Cell classes on the final placement:
(4 px per µm) Fill, decap, tap and diode cells in grey.
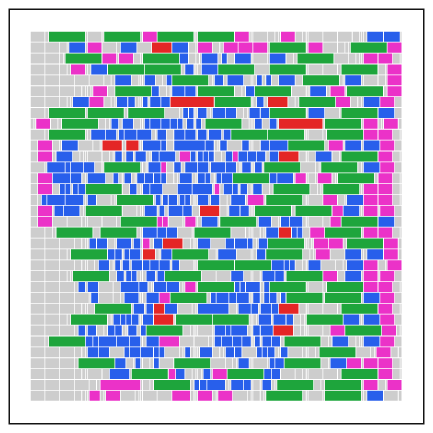
Clock network drawn from the DEF:
(6 px per µm)
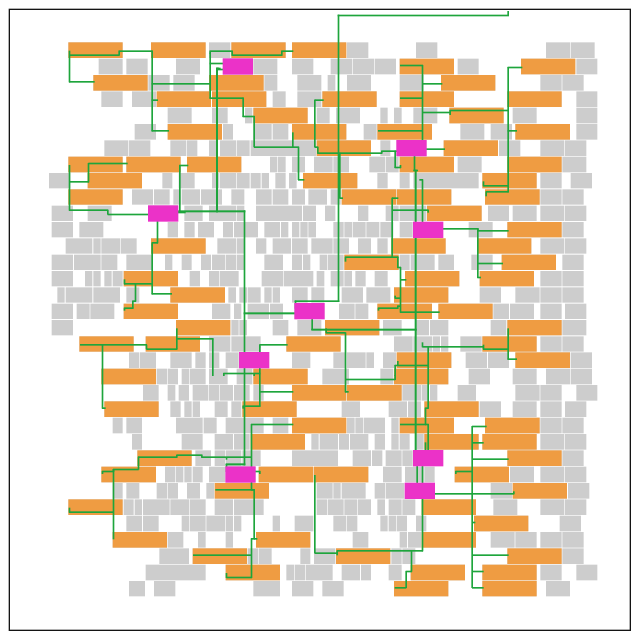
===== src/rtl/video_pkg.sv =====
// Shared definitions for the video capture and display paths.
package video_pkg;

   localparam int DEF_COLOR_DEPTH = 8;
   localparam int PIX_W           = 3 * DEF_COLOR_DEPTH;

   // Default window placement, shared with the display side that reads the buffer.
   localparam int DEF_WIN_X_START = 640;
   localparam int DEF_WIN_Y_START = 412;
   localparam int DEF_WIN_WIDTH   = 256;
   localparam int DEF_WIN_HEIGHT  = 256;
   localparam int DEF_ADDR_BITS   = 16;

   typedef enum logic [1:0] {
      ST_IDLE    = 2'd0,
      ST_ARM     = 2'd1,
      ST_CAPTURE = 2'd2,
      ST_DONE    = 2'd3
   } cap_state_e;

   function automatic int pix_width(input int color_depth);
      return 3 * color_depth;
   endfunction

endpackage


===== src/rtl/video_xy_tracker.sv =====
// Sync edge detection and saturating active-area x/y position counters.
module video_xy_tracker
   import video_pkg::*;
#(
   parameter int X_BITS = 12,
   parameter int Y_BITS = 12
) (
   input  logic              pix_clk,
   input  logic              rstn,
   input  logic              vs_in,
   input  logic              de_in,
   output logic              vs_rise,
   output logic              de_fall,
   output logic [X_BITS-1:0] x,
   output logic [Y_BITS-1:0] y
);

   logic              vs_d_q, vs_d_d;
   logic              de_d_q, de_d_d;
   logic [X_BITS-1:0] x_q, x_d;
   logic [Y_BITS-1:0] y_q, y_d;

   // Edges and next counter values; x is the column of the pixel currently on the bus.
   always_comb begin
      vs_d_d  = vs_in;
      de_d_d  = de_in;
      vs_rise = vs_in & ~vs_d_q;
      de_fall = ~de_in & de_d_q;
      x_d     = x_q;
      y_d     = y_q;
      if (vs_rise) begin
         x_d = '0;
         y_d = '0;
      end else if (de_fall) begin
         x_d = '0;
         if (y_q != '1) y_d = y_q + 1'b1;
      end else if (de_in && (x_q != '1)) begin
         x_d = x_q + 1'b1;
      end
   end

   // State registers.
   always_ff @(posedge pix_clk or negedge rstn) begin
      if (!rstn) begin
         vs_d_q <= 1'b0;
         de_d_q <= 1'b0;
         x_q    <= '0;
         y_q    <= '0;
      end else begin
         vs_d_q <= vs_d_d;
         de_d_q <= de_d_d;
         x_q    <= x_d;
         y_q    <= y_d;
      end
   end

   assign x = x_q;
   assign y = y_q;

endmodule


===== src/rtl/video_window_capture.sv =====
// Captures one rectangular window of an incoming raster into a frame-buffer RAM.
//
//  state      | meaning
//  -----------+---------------------------------------------------------
//  ST_IDLE    | waiting for cap_start
//  ST_ARM     | armed, waiting for the next frame start
//  ST_CAPTURE | writing window pixels; early frame start restarts window
//  ST_DONE    | one cycle: final write lands, cap_done, frame_cnt bump
module video_window_capture
   import video_pkg::*;
#(
   parameter int COLOR_DEPTH = DEF_COLOR_DEPTH,
   parameter int X_BITS      = 12,
   parameter int Y_BITS      = 12,
   parameter int WIN_X_START = DEF_WIN_X_START,
   parameter int WIN_Y_START = DEF_WIN_Y_START,
   parameter int WIN_WIDTH   = DEF_WIN_WIDTH,
   parameter int WIN_HEIGHT  = DEF_WIN_HEIGHT,
   parameter int ADDR_BITS   = DEF_ADDR_BITS
) (
   input  logic                     pix_clk,
   input  logic                     rstn,
   input  logic                     vs_in,
   input  logic                     hs_in,
   input  logic                     de_in,
   input  logic [3*COLOR_DEPTH-1:0] pixel_in,
   input  logic                     cap_start,
   input  logic                     cap_continuous,
   output logic                     cap_busy,
   output logic                     cap_done,
   output logic                     err_short,
   output logic [7:0]               frame_cnt,
   output logic                     wr_en,
   output logic [ADDR_BITS-1:0]     wr_addr,
   output logic [3*COLOR_DEPTH-1:0] wr_data
);

   localparam int PW    = pix_width(COLOR_DEPTH);
   localparam int X_END = WIN_X_START + WIN_WIDTH;
   localparam int Y_END = WIN_Y_START + WIN_HEIGHT;
   localparam logic [ADDR_BITS-1:0] LAST_IDX = ADDR_BITS'(WIN_WIDTH * WIN_HEIGHT - 1);

   cap_state_e          state_q, state_d;
   logic [ADDR_BITS-1:0] idx_q, idx_d;
   logic                wr_en_q, wr_en_d;
   logic [ADDR_BITS-1:0] wr_addr_q, wr_addr_d;
   logic [PW-1:0]       wr_data_q, wr_data_d;
   logic                err_short_q, err_short_d;
   logic [7:0]          frame_cnt_q, frame_cnt_d;

   logic                vs_rise;
   logic                de_fall;
   logic [X_BITS-1:0]   x;
   logic [Y_BITS-1:0]   y;
   logic                in_win;
   logic                last_pix;

   // hs_in is only carried for external monitoring; nothing here depends on it.
   logic unused_hs;
   assign unused_hs = hs_in;

   video_xy_tracker #(
      .X_BITS (X_BITS),
      .Y_BITS (Y_BITS)
   ) u_xy (
      .pix_clk (pix_clk),
      .rstn    (rstn),
      .vs_in   (vs_in),
      .de_in   (de_in),
      .vs_rise (vs_rise),
      .de_fall (de_fall),
      .x       (x),
      .y       (y)
   );

   // Window membership of the pixel currently on the bus.
   always_comb begin
      in_win = de_in
               && (int'(x) >= WIN_X_START) && (int'(x) < X_END)
               && (int'(y) >= WIN_Y_START) && (int'(y) < Y_END);
      last_pix = in_win && (idx_q == LAST_IDX);
   end

   // Next state, pixel index and registered write/status outputs.
   always_comb begin
      state_d     = state_q;
      idx_d       = idx_q;
      wr_en_d     = 1'b0;
      wr_addr_d   = wr_addr_q;
      wr_data_d   = wr_data_q;
      err_short_d = 1'b0;
      frame_cnt_d = frame_cnt_q;
      unique case (state_q)
         ST_IDLE: begin
            idx_d = '0;
            if (cap_start) state_d = ST_ARM;
         end
         ST_ARM: begin
            idx_d = '0;
            if (vs_rise) state_d = ST_CAPTURE;
         end
         ST_CAPTURE: begin
            // The final pixel wins over a coincident frame start.
            if (last_pix) begin
               wr_en_d   = 1'b1;
               wr_addr_d = idx_q;
               wr_data_d = pixel_in;
               idx_d     = '0;
               state_d   = ST_DONE;
            end else if (vs_rise) begin
               err_short_d = 1'b1;
               idx_d       = '0;
            end else if (in_win) begin
               wr_en_d   = 1'b1;
               wr_addr_d = idx_q;
               wr_data_d = pixel_in;
               idx_d     = idx_q + 1'b1;
            end
         end
         ST_DONE: begin
            frame_cnt_d = frame_cnt_q + 1'b1;
            state_d     = cap_continuous ? ST_ARM : ST_IDLE;
         end
         default: state_d = ST_IDLE;
      endcase
   end

   // State registers.
   always_ff @(posedge pix_clk or negedge rstn) begin
      if (!rstn) begin
         state_q     <= ST_IDLE;
         idx_q       <= '0;
         wr_en_q     <= 1'b0;
         wr_addr_q   <= '0;
         wr_data_q   <= '0;
         err_short_q <= 1'b0;
         frame_cnt_q <= '0;
      end else begin
         state_q     <= state_d;
         idx_q       <= idx_d;
         wr_en_q     <= wr_en_d;
         wr_addr_q   <= wr_addr_d;
         wr_data_q   <= wr_data_d;
         err_short_q <= err_short_d;
         frame_cnt_q <= frame_cnt_d;
      end
   end

   assign cap_busy  = (state_q != ST_IDLE);
   assign cap_done  = (state_q == ST_DONE);
   assign err_short = err_short_q;
   assign frame_cnt = frame_cnt_q;
   assign wr_en     = wr_en_q;
   assign wr_addr   = wr_addr_q;
   assign wr_data   = wr_data_q;

endmodule


===== config.mk =====
export PLATFORM = sky130hd
export DESIGN_NAME = video_window_capture
export DESIGN_NICKNAME = d
export VERILOG_FILES = /design/src/rtl/video_pkg.sv /design/src/rtl/video_xy_tracker.sv /design/src/rtl/video_window_capture.sv
export SDC_FILE = /design/constraint.sdc
export NUM_CORES = 1
export LEC_CHECK = 0
export ABC_AREA = 0
export CAP_MARGIN = 20
export CORE_MARGIN = 5
export CORE_UTILIZATION = 53
export CTS_CLUSTER_DIAMETER = 60
export CTS_CLUSTER_SIZE = 8
export DETAILED_ROUTE_END_ITERATION = 6
export GPL_TIMING_DRIVEN = 0
export PLACE_DENSITY = 0.8
export SLEW_MARGIN = 5
export SYNTH_ARGS = -nofsm -noshare
export SYNTH_HDL_FRONTEND = slang
export SYNTH_HIERARCHICAL = 1
export SYNTH_SLANG_ARGS = --single-unit

===== constraint.sdc =====
create_clock -name pix_clk -period 2.5 [get_ports pix_clk]
set_input_delay 0.5 -clock pix_clk [delete_from_list [all_inputs] [get_ports pix_clk]]
set_output_delay 0.5 -clock pix_clk [all_outputs]
set_load 0.02 [all_outputs]

==> impl_metrics.yaml <==
# synthesis and place-and-route metrics
synth:
  synth_chip_area_um2: 4609
  synth-compound-area-share_pct: 12.84
  ys.flop_type: "sky130_fd_sc_hd__dfrtp_1"
  yosys-mux-area-fraction_pct: 11.13
  yosys_register_bits: 94
  synth_nets: 457
  synth-seq-area-share_pct: 51.03
  netlist-cell-type-count: 61
  yosys_warnings: 6
  synth_async_sr_flop_share_pct: 100.0
  synthTopCellsByCount: "sky130_fd_sc_hd__dfrtp_1 (94), sky130_fd_sc_hd__mux2_1 (41), sky130_fd_sc_hd__nand2_1 (26)"
die:
  rows: 34
  floorplan.tapcells: 108
  floorplan.die_area_um2: 10660
  floorplan.die.height_um: 103.3
clock_network:
  clock_tree.buffer_depth: 2
  clkTransAtPathRegs_ps: 90
  cts_num_sinks: 94
  cts_buffers: 9
  cts_tree: "done"
routing:
  route.detailed.drc: 0
  met1Wirelength_um: 4476
  detail_route.first_pass.iterations: 5
  total_wirelength_of_the_detailed_routed_design_um: 10120
  route.detailed.vias_per_inst: 5.942
  vias: 3708
  topRoutingLayerUsed: "met4"
  ant_nets: 0
cells_and_area:
  logic_gates: 297
  layout.sequential_cells: 94
  layout.cells.most_common: "sky130_fd_sc_hd__dfrtp_1"
  nets: 552
  utilization_pct: 68.17
  final_layout_size_suffix_gt1_share_pct: 9.690
  post_layout_nonfiller_instances: 624
  most-common-layout-cells: "sky130_fd_sc_hd__dfrtp_1 (94), sky130_fd_sc_hd__clkdlybuf4s50_1 (79), sky130_fd_sc_hd__mux2_1 (41)"
  ff_latch_area_um2: 2352
  buffers_excl_clock: 98
  area.share.combinational_pct: 36.93
sta:
  worst_pin_slew_ps: 576.6
  rsz0062_at_grt: "false"
  finalMaxSlewViolations: 0
  final_critical_path_setup_slack_ps: 125.0
  finalCritPeriodShare_pct: 95.00
  post-route-min-period_ps: 2375
  final-setup-viol-count: 0
  clock.fmax_ghz: 0.4210
place:
  detailedPlacementHpwl_um: 7440
  placement.io_buffers: 81
  routability_congestion: 0.9491
flow_run:
  maxcap_violations: 0
  stage_log_warnings: 31
worst_setup_path:
  cp-endpoint: "idx_q[9]"
  critPathArrivalTime_ps: 2660
  cp.buffers_inverters: 3
  crit_chain: "clkdlybuf4s50_1, nand2b_4, inv_2, clkbuf_8, nand2b_4, nand2_2, or4_4, a21o_1, a21oi_1"
  timing.critical_path.from: "vs_in"
  cp_slowest_stage_delay_ps: 560
  crit_path_end_kind: "flop"
  criticalPathCategory: "in2reg"
  crit-reg2reg-capture: "wr_data[3]"
grt:
  grt_usage_pct: 19.84
  grt_antenna_before_repair: 0
  grt_pass1_vias: 3580
  wire_length_of_the_first_global_routing_pass_um: 16910
  global_route.peak_usage_layer: "met2"
  gr-total-overflow: 0
status:
  outcome: "completed"
pwr:
  leakage_nw: 2.577
Back to the opening pictures, 'cell classes on the final placement':
flip-flops: shown in green, cells 94, share of their area 41%. all other logic: shown in blue, cells 309, share of their area 39%. clock drivers and dummy loads: shown in red, cells 15, share of their area 3.8%. other buffers and delay cells: shown in magenta, cells 98, share of their area 17%.

Back to the opening pictures, 'clock network drawn from the DEF':
clock wires: shown in green, length 1050 µm. flip-flops: shown in orange, count 94. cells driving clock nets: shown in magenta, count 9.
There are 10 routed clock nets. Position of the flops: all over the die.
clock power share: 30.6%
latest clock arrival within the worst-skew pair: 370 ps
Clock Skews: 9.683 ps
clock distribution power: 0.00111 W

==> where the power goes <==
group,internal [W],switching (W),total [W]
Sequential,0.00160,0.0000917,0.00169
Combinational,0.000344,0.000477,0.000821
Clock,0.000568,0.000539,0.00111
==> repair_timing <==
| item | CTS | global route |
|---|---|---|
| endpoints found under the setup margin | 50 | 49 |
| gates resized | 6 | 6 |
| buffers inserted | 0 | 3 |
| hold buffers | 0 | 0 |
| pin swaps | 1 | 2 |
==> worst min path at each step <==
stage,cells after the start,startpoint,endpoint,slack (ps)
5_1_grt,1,rstn,u_xy/y[1],90
3_3_place_gp,1,frame_cnt[7],frame_cnt[7],460
2_1_floorplan,0,rstn,err_short,200
3_5_place_dp,1,rstn,u_xy/y[1],450
4_1_cts,1,rstn,u_xy/y[1],50
6_report,1,rstn,u_xy/y[1],50
Power is estimated from default activity; no workload was simulated.
